Figure 1. Sequential cells grouped by signal name (run 1).
Scale: 4 px per um. Other sequential cells in the stronger grey, the rest of the logic in the fainter grey.
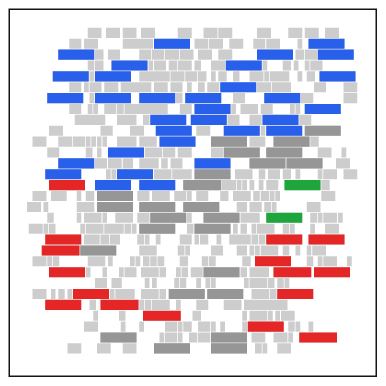
Figure 2. Cell sizes after repair (run 1).
Scale: 4 px per um.
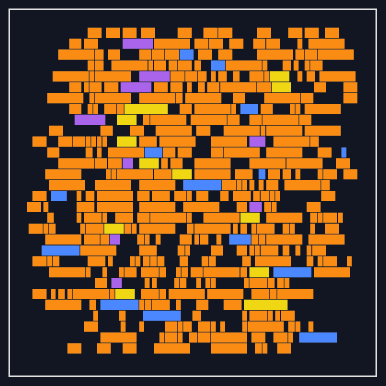
Figure 3. Layout detail (run 1).
Region (33, 33) to (58, 58) um. Cells in grey, sequential cells in the stronger grey; small squares are vias.
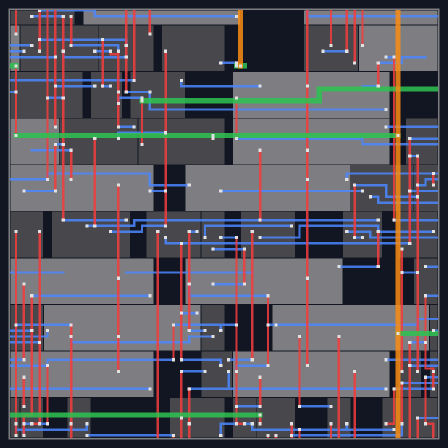
Figure 4. Routing congestion (run 1).
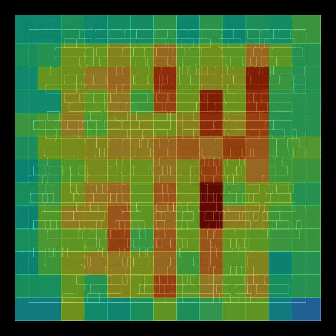
<file path="src/rtl/clock_run_controller.sv">
// Run/step/halt sequencer for the processor's slow clock: a programmable divider
// on Fast_Clock plus button-driven free-run, single-step and halt-on-request.
module clock_run_controller #(
  parameter int unsigned DEFAULT_DIV = 2500,
  parameter int unsigned DIV_WIDTH   = 16
) (
  input  logic                 Fast_Clock,
  input  logic                 Reset,
  input  logic                 Run_Button,
  input  logic                 Step_Button,
  input  logic                 Halt_Request,
  input  logic                 Div_Load,
  input  logic [DIV_WIDTH-1:0] Div_Value,
  output logic                 Slow_Clock,
  output logic                 Cpu_Enable,
  output logic [1:0]           State,
  output logic [31:0]          Cycle_Count
);

  typedef enum logic [1:0] {
    HALTED = 2'b00,
    RUN    = 2'b01,
    STEP   = 2'b10
  } state_t;

  state_t               state_q, state_d;
  logic [1:0]           run_sync_q, run_sync_d;
  logic [1:0]           step_sync_q, step_sync_d;
  logic                 run_prev_q, run_prev_d;
  logic                 step_prev_q, step_prev_d;
  logic [DIV_WIDTH-1:0] div_q, div_d;
  logic [DIV_WIDTH-1:0] count_q, count_d;
  logic                 slow_q, slow_d;
  logic                 cpu_en_q, cpu_en_d;
  logic [31:0]          cycle_count_q, cycle_count_d;
  logic                 pend_q, pend_d;

  logic run_edge;
  logic step_edge;
  logic active;
  logic tick;
  logic rise_tick;

  always_comb begin
    run_sync_d    = {run_sync_q[0], Run_Button};
    step_sync_d   = {step_sync_q[0], Step_Button};
    run_prev_d    = run_sync_q[1];
    step_prev_d   = step_sync_q[1];
    run_edge      = run_sync_q[1] & ~run_prev_q;
    step_edge     = step_sync_q[1] & ~step_prev_q;

    // ">=" lets a smaller divider loaded mid-period end the half-period at once
    active        = (state_q != HALTED);
    tick          = active && (count_q >= div_q);
    rise_tick     = tick && !slow_q;

    div_d         = Div_Load ? Div_Value : div_q;
    count_d       = count_q;
    slow_d        = slow_q;
    cpu_en_d      = rise_tick;
    cycle_count_d = cycle_count_q + 32'(rise_tick);
    state_d       = state_q;
    pend_d        = pend_q;

    if (tick) begin
      count_d = '0;
      slow_d  = ~slow_q;
    end else if (active) begin
      count_d = count_q + 1'b1;
    end else begin
      count_d = '0;
      slow_d  = 1'b1;
    end

    // Halts only complete on a rising tick so Slow_Clock always rests high
    case (state_q)
      HALTED: begin
        if (run_edge && !Halt_Request) begin
          state_d = RUN;
        end else if (step_edge) begin
          state_d = STEP;
        end
      end
      RUN: begin
        if (rise_tick && pend_q) begin
          state_d = HALTED;
          pend_d  = 1'b0;
        end else if (run_edge || Halt_Request) begin
          pend_d  = 1'b1;
        end
      end
      STEP: begin
        if (rise_tick) begin
          state_d = HALTED;
        end
      end
      default: begin
        state_d = HALTED;
        pend_d  = 1'b0;
      end
    endcase
  end

  always_ff @(posedge Fast_Clock or posedge Reset) begin
    if (Reset) begin
      state_q       <= HALTED;
      run_sync_q    <= '0;
      step_sync_q   <= '0;
      run_prev_q    <= 1'b0;
      step_prev_q   <= 1'b0;
      div_q         <= DIV_WIDTH'(DEFAULT_DIV);
      count_q       <= '0;
      slow_q        <= 1'b1;
      cpu_en_q      <= 1'b0;
      cycle_count_q <= '0;
      pend_q        <= 1'b0;
    end else begin
      state_q       <= state_d;
      run_sync_q    <= run_sync_d;
      step_sync_q   <= step_sync_d;
      run_prev_q    <= run_prev_d;
      step_prev_q   <= step_prev_d;
      div_q         <= div_d;
      count_q       <= count_d;
      slow_q        <= slow_d;
      cpu_en_q      <= cpu_en_d;
      cycle_count_q <= cycle_count_d;
      pend_q        <= pend_d;
    end
  end

  assign State       = state_q;
  assign Slow_Clock  = slow_q;
  assign Cpu_Enable  = cpu_en_q;
  assign Cycle_Count = cycle_count_q;

endmodule

</file>
<file path="config.mk">
export PLATFORM = sky130hd
export DESIGN_NAME = clock_run_controller
export DESIGN_NICKNAME = d
export VERILOG_FILES = /design/src/rtl/clock_run_controller.sv
export SDC_FILE = /design/constraint.sdc
export NUM_CORES = 1
export LEC_CHECK = 0
export CORE_MARGIN = 4
export CORE_UTILIZATION = 50
export DETAILED_ROUTE_END_ITERATION = 8
export PLACE_DENSITY = 0.76
export REMOVE_ABC_BUFFERS = 1
export SLEW_MARGIN = 10
export SYNTH_ARGS = -nofsm -noshare
export SYNTH_HDL_FRONTEND = slang
export SYNTH_SLANG_ARGS = --single-unit
</file>
<file path="constraint.sdc">
create_clock -name Fast_Clock -period 5.3 [get_ports Fast_Clock]
set_input_delay 1.06 -clock Fast_Clock [delete_from_list [all_inputs] [get_ports Fast_Clock]]
set_output_delay 1.06 -clock Fast_Clock [all_outputs]
set_load 0.01 [all_outputs]
</file>
==> flow_metrics.env, run 1 <==
# implementation run metrics
export IMPL_tool_warnings=26
export IMPL_clkLatencyLatePin_ns=0.35
export IMPL_power_density_nw_per_um2=309
export IMPL_top_cells_by_count="69 x dfrtp_1, 40 x nand2_1, 36 x nor2_1, 26 x xnor2_1, 22 x inv_1"
export IMPL_edf_count=0
export IMPL_die_w_um=91.4
export IMPL_drt_wl_total_um=6700
export IMPL_cp_max_fo=6
export IMPL_instances_no_fill=473
export IMPL_synth_area_um2=3480
export IMPL_area_leaders="dfrtp_1 50%, ha_1 7.2%, xnor2_1 6.5%"
export IMPL_synth_async_reset_ratio=1.00
export IMPL_fin_skew_ns=0.0134
export IMPL_cts_resized=0
export IMPL_dieArea_um2=8350
export IMPL_drt_first_pass_iters=4
export IMPL_most_common_cell="dfrtp_1"
export IMPL_numCtsBuffers=9
export IMPL_hp_class="register to register"
export IMPL_htreeDepth=3
export IMPL_grt_pass1_vias=2449
export IMPL_dpl_cell_count=457
export IMPL_utilization=0.646
export IMPL_rsz0062_at_grt="no"
export IMPL_post_cts_buffers=0
export IMPL_yosys_area_top_type="dfrtp_1"
export IMPL_worstMarginPinSlew_ns=0.963
export IMPL_rows=30
export IMPL_antenna_found_initial=0
export IMPL_cts_sinks=75
export IMPL_peakVddDrop_mv=0.172
export IMPL_max_cap_violations=0
export IMPL_setup_tns_ns=0
export IMPL_hold_depth=0
export IMPL_cts_max_path_buffers=2
export IMPL_viasPerCell=5.21
export IMPL_slew_headroom=0.357
export IMPL_critPathLaunchType="register"
export IMPL_cts_hold_buffers=0
export IMPL_remaining_drc_errors=0
export IMPL_fin_crit_ns=3.57
export IMPL_port_buffers=57
export IMPL_worstPathRequired_ns=5.57
export IMPL_synth_cell_types=35
export IMPL_layout_nets=430
export IMPL_cts_tree="done"
export IMPL_ys_cells=323
export IMPL_grt_first_pass_wirelength_um=11600
export IMPL_fin_crit_sh=0.673
export IMPL_overflow=0
export IMPL_grt_max_degree=47
export IMPL_numSynthFlops=75
export IMPL_critPathArrivalTime_ns=3.84
export IMPL_end_kind="register"
export IMPL_clock_fmax_ghz=0.280
export IMPL_yosys_area_top_type_share=0.497
export IMPL_r2r_cells=14
export IMPL_ant_nets=0
export IMPL_grtUsageMet1=0.229
export IMPL_place_hpwl_um=4820
export IMPL_antenna_cells=0
export IMPL_drv_slew=0
export IMPL_cts_root_buffer="clkbuf_8"
export IMPL_place_gp_congestion=0.792
export IMPL_synth_cells=323
export IMPL_syn_area_per_cell_um2=10.8
export IMPL_drive_gt1_frac=0.0891
export IMPL_grt_usage=0.173
export IMPL_dp_slack_ns=1.79
export IMPL_yosys_warnings=0
export IMPL_initCoreUtil=0.515
export IMPL_die_size_y_um=91.4
export IMPL_hold_viol=0
export IMPL_setup_slack_ns=1.73
export IMPL_core_area_um2=6760
export IMPL_worst_setup_path_type="register to register"
export IMPL_flop_cell="dfrtp_1"
export IMPL_path_clk_slew_ns=0.09
export IMPL_status="complete, no violations"
export IMPL_ys_chip_area_um2=3480
export IMPL_p_leak_uw=0.00208
export IMPL_drt_first_iter_violations=122
export IMPL_io_pin_count=58
export IMPL_num_vias=2463
export IMPL_setup_violations=0
export IMPL_postSynthSeqShare=0.542
Notes on Figure 1 above:
[blue] `Cycle_Count` | sequential cells: 32
[red] `div_q` | sequential cells: 16
[green] `State` | sequential cells: 2
not coloured: 25
fraction of area in registers: 0.432
total sequential power: 660 uW

Notes on Figure 2 above:
[orange] _0 and _1 cells | cells: 358
[yellow] _6 and larger | cells: 12
[purple] _3 and _4 cells | cells: 9
[blue] _2 cells | cells: 14
area growth from synthesis to layout: 25.5%
post-route cell area: 4370 um2
Non-clk bufs: 58

Notes on Figure 3 above:
[red] metal 2
[orange] metal 4
[blue] metal 1
[green] metal 3
sequential cells in the window: 11
most frequent: dfrtp_1 (10), nor2_1 (6)
cells with their middle in the window: 41
netlist names of flops here include: `count_q` (6), `Cycle_Count` (2)

Notes on Figure 4 above:
met3 GRT Util: 0.0373
met2 Track Usage GR: 0.272
Routed WL per cell: 14.2 um
gr busiest metal: met2

run 1: critical path: stages, from the launching register on:
cell	delay (ns)
dfstp_2	0.53
inv_1	0.05
ha_1	0.29
nand2_1	0.07
nor4_1	0.34
nand4_1	0.21
nand3_1	0.25
and2_1	0.23
ha_1	0.18
ha_1	0.18
nand3_1	0.23
nor4_4	0.40
nand4_2	0.21
nor2_1	0.15
xor2_1	0.17
run 1: layout by cell type, fill, tap and decap left out, types with 2 or more instances in the layout:
cell type,instances
and2_1,2
clkbuf_8,10
nand2_1,40
nand4_1,6
dfrtp_1,69
and4_2,2
a21oi_1,6
dfstp_2,6
nor4_4,2
xor2_1,18
xnor2_1,26
clkdlybuf4s50_1,57
inv_1,21
nand4_2,2
nor3_1,4
ha_1,20
nor2_1,36
o21ai_0,18
nand3_1,16
bufinv_16,2
nand4_4,2
nand2b_1,2
nor4_1,2
and3_1,6
clkinvlp_4,2
run 1: area by class of cell:
cell class                 instances  area, um2
clock buffer                      10        138
multi-input combinational        222       1490
tap                               80        100
fill                             528       2390
inverter                          22       82.6
timing repair buffer              58        578
clock inverter                     6       88.8
sequential                        75       1880
run 1: report_power, final:
group	leakage, uW	total (uW)	internal, uW	switching, uW
clock	0.000108	493	278	215
combinational	0.000996	198	89.3	109
sequential	0.000979	660	618	41.5
run 1: stage by stage:
stage | hold slack [ns] | instance area, um2 | total power (uW)
finish | 0.358 | 4370 | 1350
floorplan | 0.331 | 3460 | 787
detailed placement | 0.343 | 4140 | 869
global placement | 0.332 | 4140 | 860
global route | 0.368 | 4370 | 1430
CTS | 0.363 | 4370 | 1360
run 1: layer usage:
metal  vias to the layer above  part of all wire
li1                       1212                 -
met1                      1199              0.46
met2                        40              0.48
met3                        12             0.039
met4                         0             0.022
met5                         -                 0
run 1: path summary, 6_finish.rpt:
kind                            slack, ns         endpoint          start
worst min register to register       0.36    run_sync_q[1]  run_sync_q[0]
worst min-delay path                 0.36    run_sync_q[1]  run_sync_q[0]
max in group asynchronous            3.06         div_q[2]          Reset
worst max register to register       1.73  Cycle_Count[28]      div_q[11]
worst max-delay path                 1.73  Cycle_Count[28]      div_q[11]
min in group asynchronous            1.26  Cycle_Count[30]          Reset
run 1: state kept, by name, summed over array words and instances, names as in the netlist:
signal / cells
Cycle_Count: 32
run_sync_q: 2
Cpu_Enable: 1
run_prev_q: 1
step_prev_q: 1
Slow_Clock: 1
count_q: 16
pend_q: 1
State: 2
div_q: 16
step_sync_q: 2
run 1: cells by family after synthesis:
| kind of cell | share of synthesized area |
|---|---|
| AOI/OAI and AO/OA | 0.0533 |
| xor gates and xnor gates | 0.111 |
| adders and majority gates | 0.0720 |
| buffers and inverters | 0.0284 |
| DFF | 0.542 |
| muxes | 0.00612 |
| and+or+nand+nor | 0.187 |
## Run 2: what changed since run 1
clock period = 3.35 ns   (was 5.3 ns; I/O delays follow)
==> run 2 against run 1 <==
Power rose by 47%. Combinational power rose by about 60%. Critical endpoint is now Cycle_Count[26]. Worst setup slack got worse by 1.5 ns.
==> flow_metrics.env, run 2 <==
# implementation run metrics
export IMPL_antenna_found_initial=0
export IMPL_grt_first_pass_wirelength_um=11800
export IMPL_postSynthSeqShare=0.542
export IMPL_drt_first_iter_violations=109
export IMPL_cts_max_path_buffers=2
export IMPL_r2r_slack_ns=0.24
export IMPL_fin_skew_ns=0.0114
export IMPL_clkLatencyLatePin_ns=0.35
export IMPL_regToRegStartpoint="count_q[13]"
export IMPL_core_area_um2=6760
export IMPL_cts_sinks=75
export IMPL_critPathArrivalTime_ns=3.39
export IMPL_fin_crit_sh=0.929
export IMPL_wire_per_inst_um=14.0
export IMPL_end_kind="register"
export IMPL_io_pin_count=58
export IMPL_cts_root_buffer="clkbuf_8"
export IMPL_crit_chain="ha_1 -> nand2_1 -> nor4_4 -> nand4_1 -> nand3_1 -> and2_1 -> ha_1 -> ha_1 -> nand3_2 -> nor4_4 -> nand4_4 -> nor2_2 -> xor2_1"
export IMPL_yosys_area_top_type="dfrtp_1"
export IMPL_status="complete, no violations"
export IMPL_setup_tns_ns=0
export IMPL_drt_first_pass_iters=4
export IMPL_setup_slack_ns=0.239
export IMPL_hp_class="register to register"
export IMPL_drv_slew=0
export IMPL_max_cap_violations=0
export IMPL_peakVddDrop_mv=0.246
export IMPL_fill_cells=550
export IMPL_drt_wl_total_um=6700
export IMPL_antenna_cells=0
export IMPL_fin_crit_ns=3.11
export IMPL_cp_endpoint="Cycle_Count[26]"
export IMPL_grt_usage=0.176
export IMPL_port_buffers=57
export IMPL_tool_warnings=26
export IMPL_die_size_y_um=91.4
export IMPL_hold_viol=0
export IMPL_critPathBufInv=0
export IMPL_ant_nets=0
export IMPL_cp_depth=13
export IMPL_logic_area_um2=1530
export IMPL_layout_nets=437
export IMPL_mostFrequentLayoutCells="68 x dfrtp_1, 57 x clkdlybuf4s50_1, 40 x nand2_1"
export IMPL_setup_violations=0
export IMPL_grt_max_degree=35
export IMPL_dieArea_um2=8350
export IMPL_syn_to_final_growth_pct=26.9
export IMPL_cp_max_fo=4
export IMPL_yosys_area_top_type_share=0.497
export IMPL_ys_cells=323
export IMPL_remaining_drc_errors=0
export IMPL_place_hpwl_um=5030
export IMPL_htreeDepth=3
export IMPL_cts_tree="done"
export IMPL_largest_register_ff_count=32
export IMPL_finalPower_uw=1990
export IMPL_rows=30
export IMPL_power_density_nw_per_um2=452
export IMPL_final_common_cell="dfrtp_1"
-- run 2: repair_timing --
item / 4_1_cts / 5_1_grt
resized: 0 / 8
setup buffers: 0 / 1
hold buffers: 0 / 0
endpoints found under the setup margin: 0 / 6
-- run 2: final cells by class --
cell class,count,area share
inverter,22,0.0187
tap,80,0.0227
timing repair buffer,65,0.143
sequential,75,0.427
multi-input combinational,222,0.347
clock buffer,9,0.0281
clock inverter,7,0.0133
-- run 2: worst min-delay path by stage --
stage / startpoint / endpoint / slack [ns] / depth (start not counted)
global placement: step_sync_q[0] / step_sync_q[1] / 0.33 / 0
floorplan: run_sync_q[0] / run_sync_q[1] / 0.33 / 0
global route: step_sync_q[0] / step_sync_q[1] / 0.37 / 0
detailed placement: step_sync_q[0] / step_sync_q[1] / 0.35 / 0
CTS: step_sync_q[0] / step_sync_q[1] / 0.36 / 0
finish: step_sync_q[0] / step_sync_q[1] / 0.36 / 0
-- run 2: power by group --
group	switching (uW)	internal, uW
Sequential	64.4	978
Combinational	174	142
Clock	352	281
Total	591	1400
-- run 2: per-layer routing --
metal  global-route usage  share of wire  vias up
met2                0.266           0.46       41
met3               0.0406          0.034       14
met5                    0              0        -
li1                     -              -     1232
met1                0.248           0.48     1180
met4               0.0653          0.022        0
-- run 2: worst register-to-register path: cells and delay by family (launching register included) --
kind                       cells  cell delay (ns)
adders and majority gates      3             0.67
DFF                            1             0.45
and+or+nand+nor                9             1.78
xor gates and xnor gates       1             0.16
-- run 2: logic make-up after synthesis --
logic type / synth area share
and+or+nand+nor: 0.187
DFF: 0.542
xor gates and xnor gates: 0.111
AOI/OAI and AO/OA: 0.0533
buffers and inverters: 0.0284
adders and majority gates: 0.0720
muxes: 0.00612
-- run 2: metrics by stage --
stage          area (um2)  hold slack, ns
6_report             4410           0.359
5_1_grt              4410           0.373
4_1_cts              4370           0.365
3_5_place_dp         4180           0.346
3_3_place_gp         4180           0.332
2_1_floorplan        3460           0.331
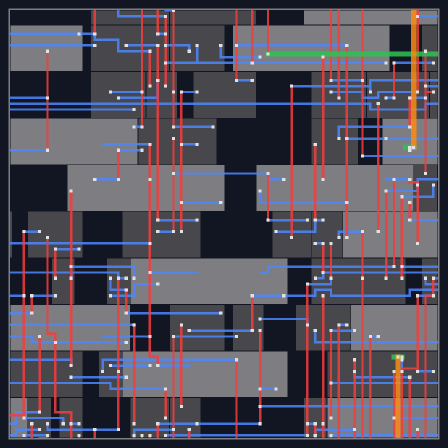
Figure 5: run 2, layout detail.
Region (33, 33) to (58, 58) um. Cells in grey, sequential cells in the stronger grey; small squares are vias.
[red] metal 2
[orange] metal 4
[green] metal 3
[blue] metal 1
netlist names of flops here include: `count_q` (5), `Cycle_Count` (3)
sequential cells in the window: 10
most frequent: dfrtp_1 (8), nor2_1 (7), nand3_1 (4)
cells with their middle in the window: 40

Power is estimated from default activity; no workload was simulated.
